<file path="config.mk">
export PLATFORM = sky130hd
export DESIGN_NAME = nwr_req_packer_flat
export DESIGN_NICKNAME = d
export VERILOG_FILES = /design/src/rtl/nwr_req_packer_pkg.sv /design/src/rtl/nwr_req_packer_if.sv /design/src/rtl/nwr_req_packer_hdr.sv /design/src/rtl/nwr_req_packer.sv /design/src/flat_wrapper.sv
export SDC_FILE = /design/constraint.sdc
export NUM_CORES = 1
export LEC_CHECK = 0
export CORE_ASPECT_RATIO = 1.5
export CORE_MARGIN = 2
export CORE_UTILIZATION = 57
export DETAILED_ROUTE_END_ITERATION = 12
export PLACE_DENSITY = 0.94
export SETUP_SLACK_MARGIN = 0.15
export SLEW_MARGIN = 40
export SYNTH_ARGS = -nofsm -noshare
export SYNTH_HDL_FRONTEND = slang
export SYNTH_SLANG_ARGS = --single-unit
</file>
<file path="constraint.sdc">
create_clock -name log_clk -period 16.35 [get_ports log_clk]
set_input_delay 1.635 -clock log_clk [delete_from_list [all_inputs] [get_ports log_clk]]
set_output_delay 1.635 -clock log_clk [all_outputs]
set_load 0.01 [all_outputs]
</file>
<file path="src/rtl/nwr_req_packer_pkg.sv">
// Shared constants, state encoding and segment-size helpers for the
// NWRITE request packer.
package nwr_req_packer_pkg;

  localparam int          DEF_MAX_BYTES = 256;
  localparam logic [1:0]  DEF_PRIO      = 2'b01;
  localparam logic [15:0] DEF_SRC_ID    = 16'h00FF;
  localparam logic [15:0] DEF_DEST_ID   = 16'h00AA;

  localparam logic [3:0] HELLO_FTYPE_NWRITE = 4'h5;
  localparam logic [3:0] HELLO_TTYPE_NWRITE = 4'h4;

  // HELLO header field positions (LSB of each field)
  localparam int HDR_TID_LSB   = 56;
  localparam int HDR_FTYPE_LSB = 52;
  localparam int HDR_TTYPE_LSB = 48;
  localparam int HDR_PRIO_LSB  = 45;
  localparam int HDR_SIZE_LSB  = 36;
  localparam int HDR_ADDR_LSB  = 0;

  localparam int ADDR_W  = 34;
  localparam int REM_W   = 13;
  localparam int SEG_W   = 9;
  localparam int SBEAT_W = 6;
  localparam int XBEAT_W = 10;

  typedef enum logic [1:0] {
    ST_IDLE    = 2'd0,
    ST_HDR     = 2'd1,
    ST_PAYLOAD = 2'd2,
    ST_DONE    = 2'd3
  } state_t;

  function automatic logic [SEG_W-1:0] seg_bytes_f(input logic [REM_W-1:0] rem,
                                                  input int max_bytes);
    if (rem > REM_W'(max_bytes)) return SEG_W'(max_bytes);
    return rem[SEG_W-1:0];
  endfunction

  function automatic logic [SBEAT_W-1:0] seg_beats_f(input logic [SEG_W-1:0] seg);
    logic [SEG_W:0] t;
    t = {1'b0, seg} + (SEG_W+1)'(7);
    return SBEAT_W'(t >> 3);
  endfunction

  function automatic logic [XBEAT_W-1:0] xfer_beats_f(input logic [REM_W-1:0] nbytes);
    logic [REM_W:0] t;
    t = {1'b0, nbytes} + (REM_W+1)'(7);
    return XBEAT_W'(t >> 3);
  endfunction

endpackage

</file>
<file path="src/rtl/nwr_req_packer_if.sv">
// User NWRITE data stream and SRIO ireq AXI4-Stream bundle.
// slave = packer side, master = generator/core (testbench) side.
interface nwr_req_packer_if;
  logic [33:0] user_addr_i;
  logic [11:0] user_tsize_i;
  logic [63:0] user_tdata_i;
  logic        user_tvalid_i;
  logic [7:0]  user_tkeep_i;
  logic        user_tlast_i;
  logic        user_tready_o;
  logic [63:0] ireq_tdata_o;
  logic        ireq_tvalid_o;
  logic [7:0]  ireq_tkeep_o;
  logic        ireq_tlast_o;
  logic [31:0] ireq_tuser_o;
  logic        ireq_tready_i;

  modport slave (
    input  user_addr_i, user_tsize_i, user_tdata_i, user_tvalid_i,
           user_tkeep_i, user_tlast_i, ireq_tready_i,
    output user_tready_o, ireq_tdata_o, ireq_tvalid_o, ireq_tkeep_o,
           ireq_tlast_o, ireq_tuser_o
  );

  modport master (
    output user_addr_i, user_tsize_i, user_tdata_i, user_tvalid_i,
           user_tkeep_i, user_tlast_i, ireq_tready_i,
    input  user_tready_o, ireq_tdata_o, ireq_tvalid_o, ireq_tkeep_o,
           ireq_tlast_o, ireq_tuser_o
  );
endinterface

</file>
<file path="src/rtl/nwr_req_packer_hdr.sv">
// Combinational HELLO NWRITE header assembly.
module nwr_req_packer_hdr
  import nwr_req_packer_pkg::*;
(
  input  logic [7:0]        i_tid,
  input  logic [1:0]        i_prio,
  input  logic [7:0]        i_size_m1,
  input  logic [ADDR_W-1:0] i_addr,
  output logic [63:0]       o_hdr
);

  always_comb begin
    o_hdr = '0;
    o_hdr[HDR_TID_LSB   +: 8]      = i_tid;
    o_hdr[HDR_FTYPE_LSB +: 4]      = HELLO_FTYPE_NWRITE;
    o_hdr[HDR_TTYPE_LSB +: 4]      = HELLO_TTYPE_NWRITE;
    o_hdr[HDR_PRIO_LSB  +: 2]      = i_prio;
    o_hdr[HDR_SIZE_LSB  +: 8]      = i_size_m1;
    o_hdr[HDR_ADDR_LSB  +: ADDR_W] = i_addr;
  end

endmodule

</file>
<file path="src/rtl/nwr_req_packer.sv">
// Packs the user NWRITE stream into HELLO NWRITE packets on ireq, splitting
// transfers into MAX_BYTES segments with incrementing address and tid.
module nwr_req_packer
  import nwr_req_packer_pkg::*;
#(
  parameter int          MAX_BYTES = DEF_MAX_BYTES,
  parameter logic [1:0]  PRIO      = DEF_PRIO,
  parameter logic [15:0] SRC_ID    = DEF_SRC_ID,
  parameter logic [15:0] DEST_ID   = DEF_DEST_ID
) (
  input  logic            log_clk,
  input  logic            log_rst,
  nwr_req_packer_if.slave bus,
  output logic            nwr_ready_o,
  output logic            nwr_busy_o,
  output logic            nwr_done_o,
  output logic            err_o,
  output state_t          dbg_state_o
);

  // Handshakes: a beat moves on the rising edge where valid and ready are
  // both high; valid never waits on ready, and a stalled ireq beat holds data.

  state_t              r_state, w_next_state;
  logic [ADDR_W-1:0]   r_addr;
  logic [REM_W-1:0]    r_rem;
  logic [7:0]          r_tid;
  logic                r_err;
  logic [63:0]         r_hold;
  logic                r_hold_vld;
  logic [SBEAT_W-1:0]  r_load_left;
  logic [XBEAT_W-1:0]  r_user_left;
  logic [63:0]         r_tdata;
  logic                r_tvalid;
  logic                r_tlast;

  logic                w_out_acc;
  logic                w_out_free;
  logic                w_start;
  logic [SEG_W-1:0]    w_cur_seg;
  logic [REM_W-1:0]    w_rem_after;
  logic                w_seg_end;
  logic                w_next_hdr;
  logic                w_pl_slot;
  logic                w_user_take;
  logic                w_pl_load;
  logic [REM_W-1:0]    w_start_rem;
  logic [REM_W-1:0]    w_hdr_rem;
  logic [SEG_W-1:0]    w_hdr_seg;
  logic [SBEAT_W-1:0]  w_hdr_beats;
  logic [7:0]          w_hdr_tid;
  logic [ADDR_W-1:0]   w_hdr_addr;
  logic [7:0]          w_hdr_size_m1;
  logic [63:0]         w_hdr;
  logic [XBEAT_W-1:0]  w_xfer_beats;
  logic                w_user_acc;
  logic                w_user_last;

  assign w_out_acc   = r_tvalid & bus.ireq_tready_i;
  assign w_out_free  = ~r_tvalid | bus.ireq_tready_i;
  assign w_start     = (r_state == ST_IDLE) & bus.user_tvalid_i;
  assign w_cur_seg   = seg_bytes_f(r_rem, MAX_BYTES);
  assign w_rem_after = r_rem - {{(REM_W-SEG_W){1'b0}}, w_cur_seg};
  assign w_seg_end   = (r_state == ST_PAYLOAD) & w_out_acc & r_tlast;
  assign w_next_hdr  = w_seg_end & (w_rem_after != '0);

  // A payload slot opens when the output register frees up; in HDR that is
  // the header handshake itself, so the next packet runs without a bubble.
  assign w_pl_slot   = (((r_state == ST_PAYLOAD) & w_out_free) |
                        ((r_state == ST_HDR) & w_out_acc)) & (r_load_left != '0);
  assign w_user_take = w_pl_slot & ~r_hold_vld & bus.user_tvalid_i;
  assign w_pl_load   = w_pl_slot & (r_hold_vld | bus.user_tvalid_i);

  assign w_start_rem   = {1'b0, bus.user_tsize_i} + REM_W'(1);
  assign w_hdr_rem     = (r_state == ST_IDLE) ? w_start_rem : w_rem_after;
  assign w_hdr_seg     = seg_bytes_f(w_hdr_rem, MAX_BYTES);
  assign w_hdr_beats   = seg_beats_f(w_hdr_seg);
  assign w_hdr_tid     = (r_state == ST_IDLE) ? r_tid : r_tid + 8'd1;
  assign w_hdr_addr    = (r_state == ST_IDLE) ? bus.user_addr_i
                                              : r_addr + ADDR_W'(MAX_BYTES);
  assign w_hdr_size_m1 = 8'(w_hdr_seg - SEG_W'(1));
  assign w_xfer_beats  = xfer_beats_f(w_start_rem);

  assign w_user_acc  = w_start | w_user_take;
  assign w_user_last = (r_state == ST_IDLE) ? (w_xfer_beats == XBEAT_W'(1))
                                            : (r_user_left == XBEAT_W'(1));

  nwr_req_packer_hdr u_hdr (
    .i_tid     (w_hdr_tid),
    .i_prio    (PRIO),
    .i_size_m1 (w_hdr_size_m1),
    .i_addr    (w_hdr_addr),
    .o_hdr     (w_hdr)
  );

  always_ff @(posedge log_clk or posedge log_rst) begin
    if (log_rst) r_state <= ST_IDLE;
    else         r_state <= w_next_state;
  end

  always_comb begin
    w_next_state = r_state;
    nwr_ready_o  = 1'b0;
    nwr_busy_o   = 1'b1;
    nwr_done_o   = 1'b0;
    case (r_state)
      ST_IDLE: begin
        nwr_ready_o = 1'b1;
        nwr_busy_o  = 1'b0;
        if (bus.user_tvalid_i) w_next_state = ST_HDR;
      end
      ST_HDR: begin
        if (w_out_acc) w_next_state = ST_PAYLOAD;
      end
      ST_PAYLOAD: begin
        if (w_seg_end) w_next_state = (w_rem_after == '0) ? ST_DONE : ST_HDR;
      end
      ST_DONE: begin
        nwr_done_o   = 1'b1;
        w_next_state = ST_IDLE;
      end
      default: w_next_state = ST_IDLE;
    endcase
  end

  // Transfer bookkeeping: segment address/remaining bytes, tid, beat counters.
  always_ff @(posedge log_clk or posedge log_rst) begin
    if (log_rst) begin
      r_addr      <= '0;
      r_rem       <= '0;
      r_tid       <= '0;
      r_load_left <= '0;
      r_user_left <= '0;
      r_hold      <= '0;
      r_hold_vld  <= 1'b0;
    end else if (r_state == ST_DONE) begin
      r_addr      <= '0;
      r_rem       <= '0;
      r_load_left <= '0;
      r_user_left <= '0;
      r_hold_vld  <= 1'b0;
    end else begin
      if (w_start) begin
        r_addr      <= bus.user_addr_i;
        r_rem       <= w_start_rem;
        r_load_left <= w_hdr_beats;
        r_user_left <= w_xfer_beats - XBEAT_W'(1);
        r_hold      <= bus.user_tdata_i;
        r_hold_vld  <= 1'b1;
      end else begin
        if (w_seg_end) begin
          r_addr <= r_addr + ADDR_W'(MAX_BYTES);
          r_rem  <= w_rem_after;
          r_tid  <= r_tid + 8'd1;
        end
        if (w_next_hdr)     r_load_left <= w_hdr_beats;
        else if (w_pl_load) r_load_left <= r_load_left - SBEAT_W'(1);
        if (w_user_take)    r_user_left <= r_user_left - XBEAT_W'(1);
        if (w_pl_load && r_hold_vld) r_hold_vld <= 1'b0;
      end
    end
  end

  // The length from user_tsize_i is authoritative; tlast is only audited.
  always_ff @(posedge log_clk or posedge log_rst) begin
    if (log_rst)                                          r_err <= 1'b0;
    else if (w_user_acc && (bus.user_tlast_i != w_user_last)) r_err <= 1'b1;
  end

  always_ff @(posedge log_clk or posedge log_rst) begin
    if (log_rst) begin
      r_tdata  <= '0;
      r_tvalid <= 1'b0;
      r_tlast  <= 1'b0;
    end else if (w_start || w_next_hdr) begin
      r_tdata  <= w_hdr;
      r_tvalid <= 1'b1;
      r_tlast  <= 1'b0;
    end else if (w_pl_load) begin
      r_tdata  <= r_hold_vld ? r_hold : bus.user_tdata_i;
      r_tvalid <= 1'b1;
      r_tlast  <= (r_load_left == SBEAT_W'(1));
    end else if (w_out_acc) begin
      r_tvalid <= 1'b0;
      r_tlast  <= 1'b0;
    end
  end

  assign bus.user_tready_o = (r_state == ST_IDLE) | (w_pl_slot & ~r_hold_vld);
  assign bus.ireq_tdata_o  = r_tdata;
  assign bus.ireq_tvalid_o = r_tvalid;
  assign bus.ireq_tlast_o  = r_tlast;
  assign bus.ireq_tkeep_o  = 8'hFF;
  assign bus.ireq_tuser_o  = {SRC_ID, DEST_ID};
  assign err_o             = r_err;
  assign dbg_state_o       = r_state;

endmodule

</file>
<file path="src/flat_wrapper.sv">
// flat-port wrapper written by rule: the top's interface ports become plain ports
module nwr_req_packer_flat import nwr_req_packer_pkg::*;
#(
  parameter int          MAX_BYTES = DEF_MAX_BYTES,
  parameter logic [1:0]  PRIO      = DEF_PRIO,
  parameter logic [15:0] SRC_ID    = DEF_SRC_ID,
  parameter logic [15:0] DEST_ID   = DEF_DEST_ID
)
  (log_clk, log_rst, nwr_ready_o, nwr_busy_o, nwr_done_o, err_o, dbg_state_o, bus_user_addr_i, bus_user_tsize_i, bus_user_tdata_i, bus_user_tvalid_i, bus_user_tkeep_i, bus_user_tlast_i, bus_ireq_tready_i, bus_user_tready_o, bus_ireq_tdata_o, bus_ireq_tvalid_o, bus_ireq_tkeep_o, bus_ireq_tlast_o, bus_ireq_tuser_o);
  nwr_req_packer_if bus_i ();
  input  logic log_clk;
  input  logic log_rst;
  output logic nwr_ready_o;
  output logic nwr_busy_o;
  output logic nwr_done_o;
  output logic err_o;
  output state_t dbg_state_o;
  input wire logic [$bits(bus_i.user_addr_i)-1:0] bus_user_addr_i;
  input wire logic [$bits(bus_i.user_tsize_i)-1:0] bus_user_tsize_i;
  input wire logic [$bits(bus_i.user_tdata_i)-1:0] bus_user_tdata_i;
  input wire logic [$bits(bus_i.user_tvalid_i)-1:0] bus_user_tvalid_i;
  input wire logic [$bits(bus_i.user_tkeep_i)-1:0] bus_user_tkeep_i;
  input wire logic [$bits(bus_i.user_tlast_i)-1:0] bus_user_tlast_i;
  input wire logic [$bits(bus_i.ireq_tready_i)-1:0] bus_ireq_tready_i;
  output wire logic [$bits(bus_i.user_tready_o)-1:0] bus_user_tready_o;
  output wire logic [$bits(bus_i.ireq_tdata_o)-1:0] bus_ireq_tdata_o;
  output wire logic [$bits(bus_i.ireq_tvalid_o)-1:0] bus_ireq_tvalid_o;
  output wire logic [$bits(bus_i.ireq_tkeep_o)-1:0] bus_ireq_tkeep_o;
  output wire logic [$bits(bus_i.ireq_tlast_o)-1:0] bus_ireq_tlast_o;
  output wire logic [$bits(bus_i.ireq_tuser_o)-1:0] bus_ireq_tuser_o;
  assign bus_i.user_addr_i = bus_user_addr_i;
  assign bus_i.user_tsize_i = bus_user_tsize_i;
  assign bus_i.user_tdata_i = bus_user_tdata_i;
  assign bus_i.user_tvalid_i = bus_user_tvalid_i;
  assign bus_i.user_tkeep_i = bus_user_tkeep_i;
  assign bus_i.user_tlast_i = bus_user_tlast_i;
  assign bus_i.ireq_tready_i = bus_ireq_tready_i;
  assign bus_user_tready_o = bus_i.user_tready_o;
  assign bus_ireq_tdata_o = bus_i.ireq_tdata_o;
  assign bus_ireq_tvalid_o = bus_i.ireq_tvalid_o;
  assign bus_ireq_tkeep_o = bus_i.ireq_tkeep_o;
  assign bus_ireq_tlast_o = bus_i.ireq_tlast_o;
  assign bus_ireq_tuser_o = bus_i.ireq_tuser_o;
  nwr_req_packer #(.MAX_BYTES(MAX_BYTES), .PRIO(PRIO), .SRC_ID(SRC_ID), .DEST_ID(DEST_ID)) u_core (.log_clk(log_clk), .log_rst(log_rst), .bus(bus_i), .nwr_ready_o(nwr_ready_o), .nwr_busy_o(nwr_busy_o), .nwr_done_o(nwr_done_o), .err_o(err_o), .dbg_state_o(dbg_state_o));
endmodule
</file>
==> flow_summary_export.csv, run 1 <==
group,metric,value,unit
final_layout,layout_top_cells,"337 x nand2_1, 204 x dfrtp_1, 187 x clkdlybuf4s50_1, 123 x nor2_1, 92 x o21ai_0",
synth,synth.logic.top_family,"simple AND/OR/NAND/NOR gates",
power,seq-power,956,uW
setup_path,path_cells,"or2_2 -> inv_2 -> buf_4 -> clkdlybuf4s50_1",
synth,yosysWarnings,0,
final_layout,drive_above_1_share,0.0437,
clock_network,hold_buffers,0,
sta,worstMarginPinSlew,0.794,ns
sta,finClkSkew,0.00839,ns
synth,adder_share,0.0130,
global_route,grt_usage,0.302,
synth,top_area_cell,"dfrtp_1",
setup_path,path_class,"reg -> out",
sta,finalHoldViolations,0,
setup_path,worst-path-max-fanout,52,
floorplan,io_pins,236,
placed_design,numPortBuffers,187,
synth,aoi_share,0.171,
power,design_power_total,2840,uW
clock_network,clkTransAtPathRegs,0.06,ns
floorplan,tap-cell-count,272,
final_layout,flop_area,0.00513,mm^2
sta,hold_ws,0.476,ns
sta,slew_violations,0,
synth,ys_async_sr_fraction,1.00,
power,comb-power,1420,uW
placed_design,gp_congestion,0.921,
power,power_density,189,mW/mm^2
routing,ant_nets,0,
routing,drtIter0Drc,956,
synth,top_cells_by_area,"dfrtp_1 41%, nand2_1 10%, mux2i_1 6.6%",
clock_network,cts_root_buffer,"clkbuf_16",
final_layout,num_antenna_cells,5,
synth,yosys_area,0.0125,mm^2
routing,totalWireLength,36.3,mm
synth,synth-edff-count,0,
job,tool_warnings,45,
setup_path,cp.depth,4,
synth,ys_seq_elements,205,
final_layout,largest_class,"multi-input combinational cells",
final_layout,seq_share,0.342,
placed_design,place_area,0.0143,mm^2
synth,top_cells_by_count,"338 x nand2_1, 205 x dfrtp_1, 125 x nor2_1",
power,power.share.switching,0.432,
routing,routedLengthMet1,13.7,mm
routing,wl_met3,2.55,mm
floorplan,initCoreUtil,0.579,
setup_path,regToRegSetupSlack,11.43,ns
sta,finalCritPeriodShare,0.318,
worst_hold_path,holdCritPathClass,"reg -> reg",
final_layout,design.seq.count,205,
final_layout,n_clock_buffer,29,
final_layout,combGateArea,0.00683,mm^2
clock_network,clock_latency,0.51,ns
routing,firstDrtPassIters,5,
final_layout,area_growth,19.7,%
final_layout,layout.cells.most_common,"nand2_1",
synth,most_common_cell,"nand2_1",
routing,vias,11872,
global_route,grt-ovfl-total,0,
global_route,grt_pass1_wl,57.8,mm
floorplan,dieWidth,125,um
power,powerClk,466,uW
clock_network,ctsLongestPathBuffers,3,
routing,routedWlPerCell,19.1,um
setup_path,ff2ff_path_depth,13,
power,seqPwrFrac,0.337,
final_layout,final_area,0.0150,mm^2
final_layout,final_cells,1902,
sta,min_period,5.20,ns
synth,xor_area_frac,0.0643,
global_route,grtUsageMet3,0.0394,
global_route,grt-busiest-layer,"met2",
routing,dr_wl_met2,18.3,mm
outcome,status,"finished clean",
floorplan,coreArea,0.0216,mm^2
final_layout,nNonClkInverters,15,
floorplan,rows,66,
clock_network,cts_resized,0,
synth,ff_type,"dfrtp_1",
final_layout,buf_share,0.131,
synth,mux_area_frac,0.0667,
final_layout,nNonClkBuffers,196,
global_route,grt_max_degree,132,
setup_path,cp_slowest_cell,"or2_2",
clock_network,numCtsBuffers,21,
power,ir_drop,0.111,mV
synth,ys_cells,1491,
sta,setup_viol,0,
power,power_leader,"combinational cells",
run 1: final timing paths:
check | end | start
setup reg to reg | u_core.r_load_left[3] | u_core.dbg_state_o[0]
min in group asynchronous | u_core.bus.ireq_tdata_o[49] | log_rst
max in group asynchronous | u_core.r_hold[43] | log_rst
setup / recovery | nwr_ready_o | u_core.dbg_state_o[0]
hold / removal | u_core.r_hold[41] | u_core.r_hold[41]
hold reg to reg | u_core.r_hold[41] | u_core.r_hold[41]
run 1: flip-flops by register name (all words and copies together) (netlist names), 2 cells and up:
signal                   cells
u_core.bus.ireq_tdata_o     64
u_core.dbg_state_o           2
u_core.r_addr               34
u_core.r_hold               64
u_core.r_load_left           6
u_core.r_rem                13
u_core.r_tid                 8
u_core.r_user_left          10
### Placement density heat map, run 1

The die is cut into 13 by 19 equal tiles; white is low, dark blue is high, 0 to 100% covered.
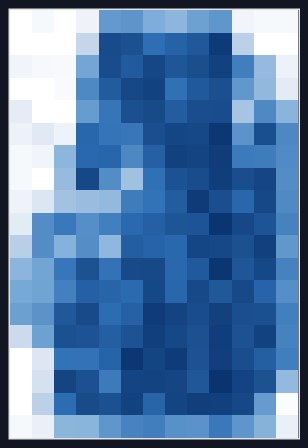
emptiest ninth of the die: upper left
tiles over 75% full: 49%
mean over tiles: 63%

### Track usage over the die, run 1

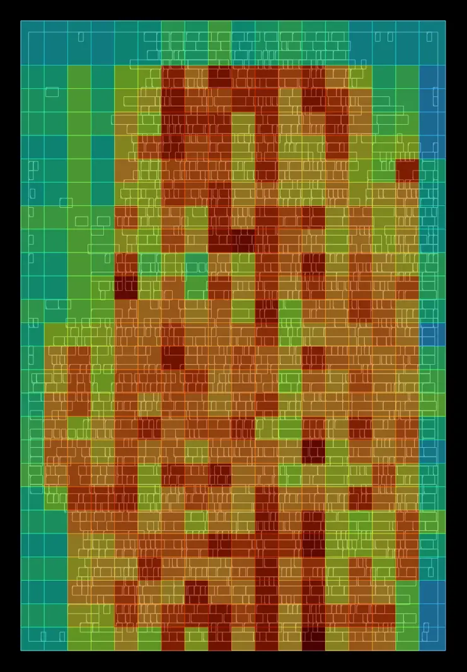
M1 GR Usage: 0.359
Util after Layout: 0.693

### The metal 2 layer, run 1

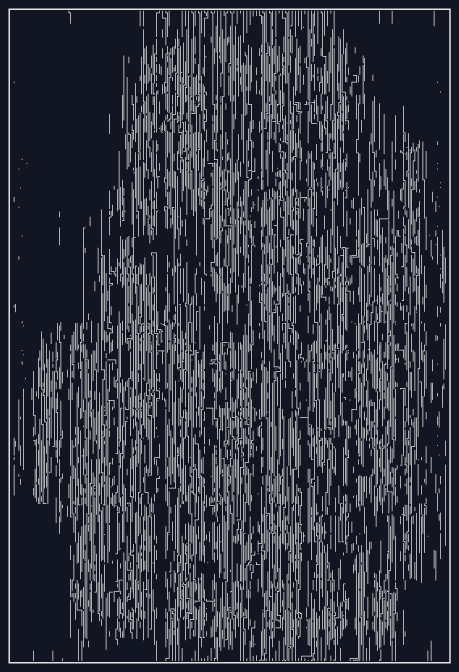
share of all routed wire: 50%
longest straight run: 60.2 um
nets with wire on the layer: 1516

--- run 2 (diff from run 1) ---
--- a/config.mk
+++ b/config.mk
@@ -7,9 +7,9 @@
 export LEC_CHECK = 0
 export CORE_ASPECT_RATIO = 1.5
 export CORE_MARGIN = 2
-export CORE_UTILIZATION = 57
+export CORE_UTILIZATION = 53
 export DETAILED_ROUTE_END_ITERATION = 12
-export PLACE_DENSITY = 0.94
+export PLACE_DENSITY = 0.89
 export SETUP_SLACK_MARGIN = 0.15
 export SLEW_MARGIN = 40
 export SYNTH_ARGS = -nofsm -noshare
==> constraint.sdc (replaced) <==
create_clock -name log_clk -period 5.1 [get_ports log_clk]
set_input_delay 0.51 -clock log_clk [delete_from_list [all_inputs] [get_ports log_clk]]
set_output_delay 0.51 -clock log_clk [all_outputs]
set_load 0.01 [all_outputs]
### Placement density heat map, run 2

The die is cut into 13 by 19 equal tiles; white is low, dark blue is high, 0 to 100% covered.
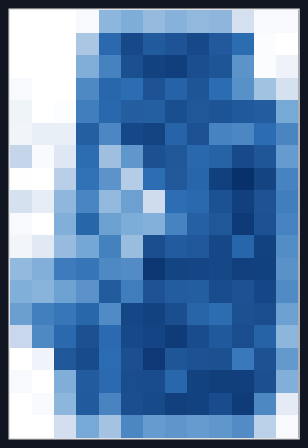
mean over tiles: 59%
tiles over 75% full: 47%
nearly empty tiles: 8.9%
fullest tile: 100%
emptiest ninth of the die: upper left

### The metal 2 layer, run 2

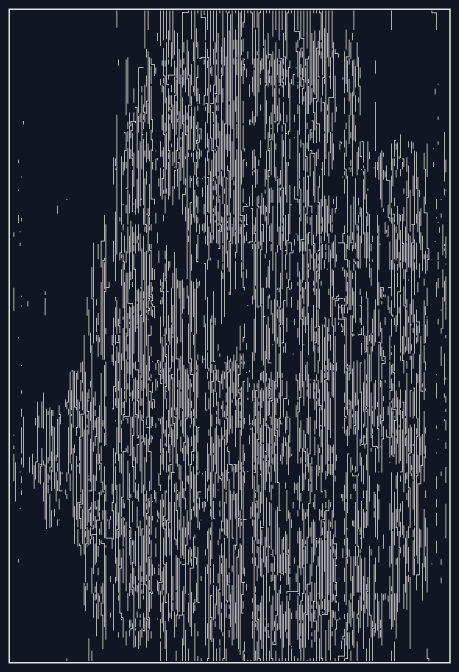
nets with wire on the layer: 1515
main direction: vertical
longest straight run: 68.5 um
wire length on this layer: 18400 um

==> flow_summary_export.csv, run 2 <==
group,metric,value,unit
setup_path,cp_slowest_cell,"dfrtp_1",
synth,ys_async_sr_fraction,1.00,
power,power_leader,"combinational cells",
job,tool_warnings,39,
setup_path,cp.depth,17,
power,power.share.switching,0.425,
sta,finalCritPeriodShare,0.862,
worst_hold_path,holdCritPathClass,"in -> async",
routing,vias_per_cell,5.94,
floorplan,chip_area,0.0249,mm^2
global_route,grt_pass1_wl,57.6,mm
final_layout,combGateArea,0.00682,mm^2
clock_network,numCtsBuffers,20,
power,seq-power,3070,uW
clock_network,clock_latency,0.51,ns
setup_path,ff2ff_path_depth,17,
final_layout,design.seq.count,205,
synth,yosysWarnings,0,
global_route,grt_max_degree,93,
final_layout,final_cells,1951,
power,power_density,606,mW/mm^2
final_layout,largest_class,"multi-input combinational cells",
routing,vias,11595,
final_layout,nNonClkBuffers,207,
floorplan,initCoreUtil,0.541,
routing,top_layer,"met4",
power,design_power_total,9200,uW
placed_design,gp_congestion,0.939,
setup_path,worstPathRequired,5.51,ns
synth,top_cells_by_count,"338 x nand2_1, 205 x dfrtp_1, 125 x nor2_1",
power,powerClk,1570,uW
global_route,grt-ovfl-total,0,
final_layout,final_nets,1758,
synth,yosys_area,0.0125,mm^2
floorplan,rows,68,
outcome,status,"finished clean",
final_layout,seq_share,0.338,
final_layout,area_growth,21.1,%
synth,synthCells,1491,
routing,drtIter0Drc,820,
synth,ys_cells,1491,
floorplan,tap-cell-count,315,
final_layout,drive_above_1_share,0.0496,
setup_path,start_kind,"flip-flop",
global_route,grtUsageMet1,0.337,
final_layout,buf_share,0.137,
synth,syn_area,0.0125,mm^2
final_layout,nNonClkInverters,15,
routing,wl_met3,2.01,mm
setup_path,path_cells,"nor4_2 -> buf_4 -> nand2b_1 -> nand2_1 -> ha_1 -> nor4_2 -> a31oi_1 -> a2111oi_0 -> buf_4 -> a32oi_1 -> o21ba_2 -> nand2_1 -> ha_1 -> a21boi_0 -> and3_1 -> xnor2_1 -> o31ai_1",
sta,finClkSkew,0.0191,ns
clock_network,clkTransAtPathRegs,0.07,ns
clock_network,cts_root_buffer,"clkbuf_16",
sta,worstMarginPinSlew,0.771,ns
setup_path,path_class,"reg -> reg",
synth,ys_seq_elements,205,
final_layout,final_area,0.0152,mm^2
sta,min_period,4.40,ns
power,comb-power,4560,uW
setup_path,regToRegSetupSlack,0.70,ns
routing,routedWlPerCell,18.4,um
routing,dr_wl_met2,18.4,mm
routing,routedLengthMet1,13.8,mm
setup_path,reg2reg_from,"u_core.r_rem[9]",
synth,top_cells_by_area,"dfrtp_1 41%, nand2_1 10%, mux2i_1 6.6%",
sta,setup_viol,0,
sta,hold_ws,0.475,ns
placed_design,numPortBuffers,187,
sta,finalHoldViolations,0,
routing,ant_nets,0,
setup_path,worstSetupStartpoint,"u_core.r_rem[9]",
global_route,grt-busiest-layer,"met2",
power,seqPwrFrac,0.334,
final_layout,layout.cells.most_common,"nand2_1",
final_layout,layout_top_cells,"337 x nand2_1, 204 x dfrtp_1, 187 x clkdlybuf4s50_1, 123 x nor2_1, 92 x o21ai_0",
clock_network,hold_buffers,0,
clock_network,ctsLongestPathBuffers,3,
synth,synth-edff-count,0,
floorplan,dieWidth,130,um
final_layout,postLayoutCoreUtil,0.656,
placed_design,place_area,0.0145,mm^2
final_layout,flop_area,0.00513,mm^2
floorplan,coreArea,0.0231,mm^2
setup_path,worst-path-max-fanout,9,
synth,top_area_cell,"dfrtp_1",
global_route,grt_usage,0.287,
final_layout,num_antenna_cells,3,
synth,most_common_cell,"nand2_1",
routing,firstDrtPassIters,5,
synth,ff_type,"dfrtp_1",
routing,totalWireLength,36.0,mm
==> run 2: cell types whose count changed in the layout (fill, tap and decap cells not counted), sizes merged <==
cell | before | now
clkbuf | 29 | 23
clkinvlp | 0 | 3
bufinv | 0 | 3
buf | 9 | 20
diode | 5 | 3
inv | 16 | 13
==> run 2: kinds of logic (layout without fill, tap and decap cells) <==
family / Yosys count / in the layout / share of synthesized area
and+or+nand+nor: 618 / 618 / 0.215
AOI/OAI and AO/OA: 326 / 326 / 0.171
DFF: 205 / 205 / 0.409
buffers and inverters: 152 / 255 / 0.0600
xor gates and xnor gates: 92 / 92 / 0.0643
muxes: 83 / 83 / 0.0667
adders and majority gates: 13 / 13 / 0.0130
other: 2 / 44 / 0.000599
Power figures rest on the tool's default switching activity, not on a simulated workload.
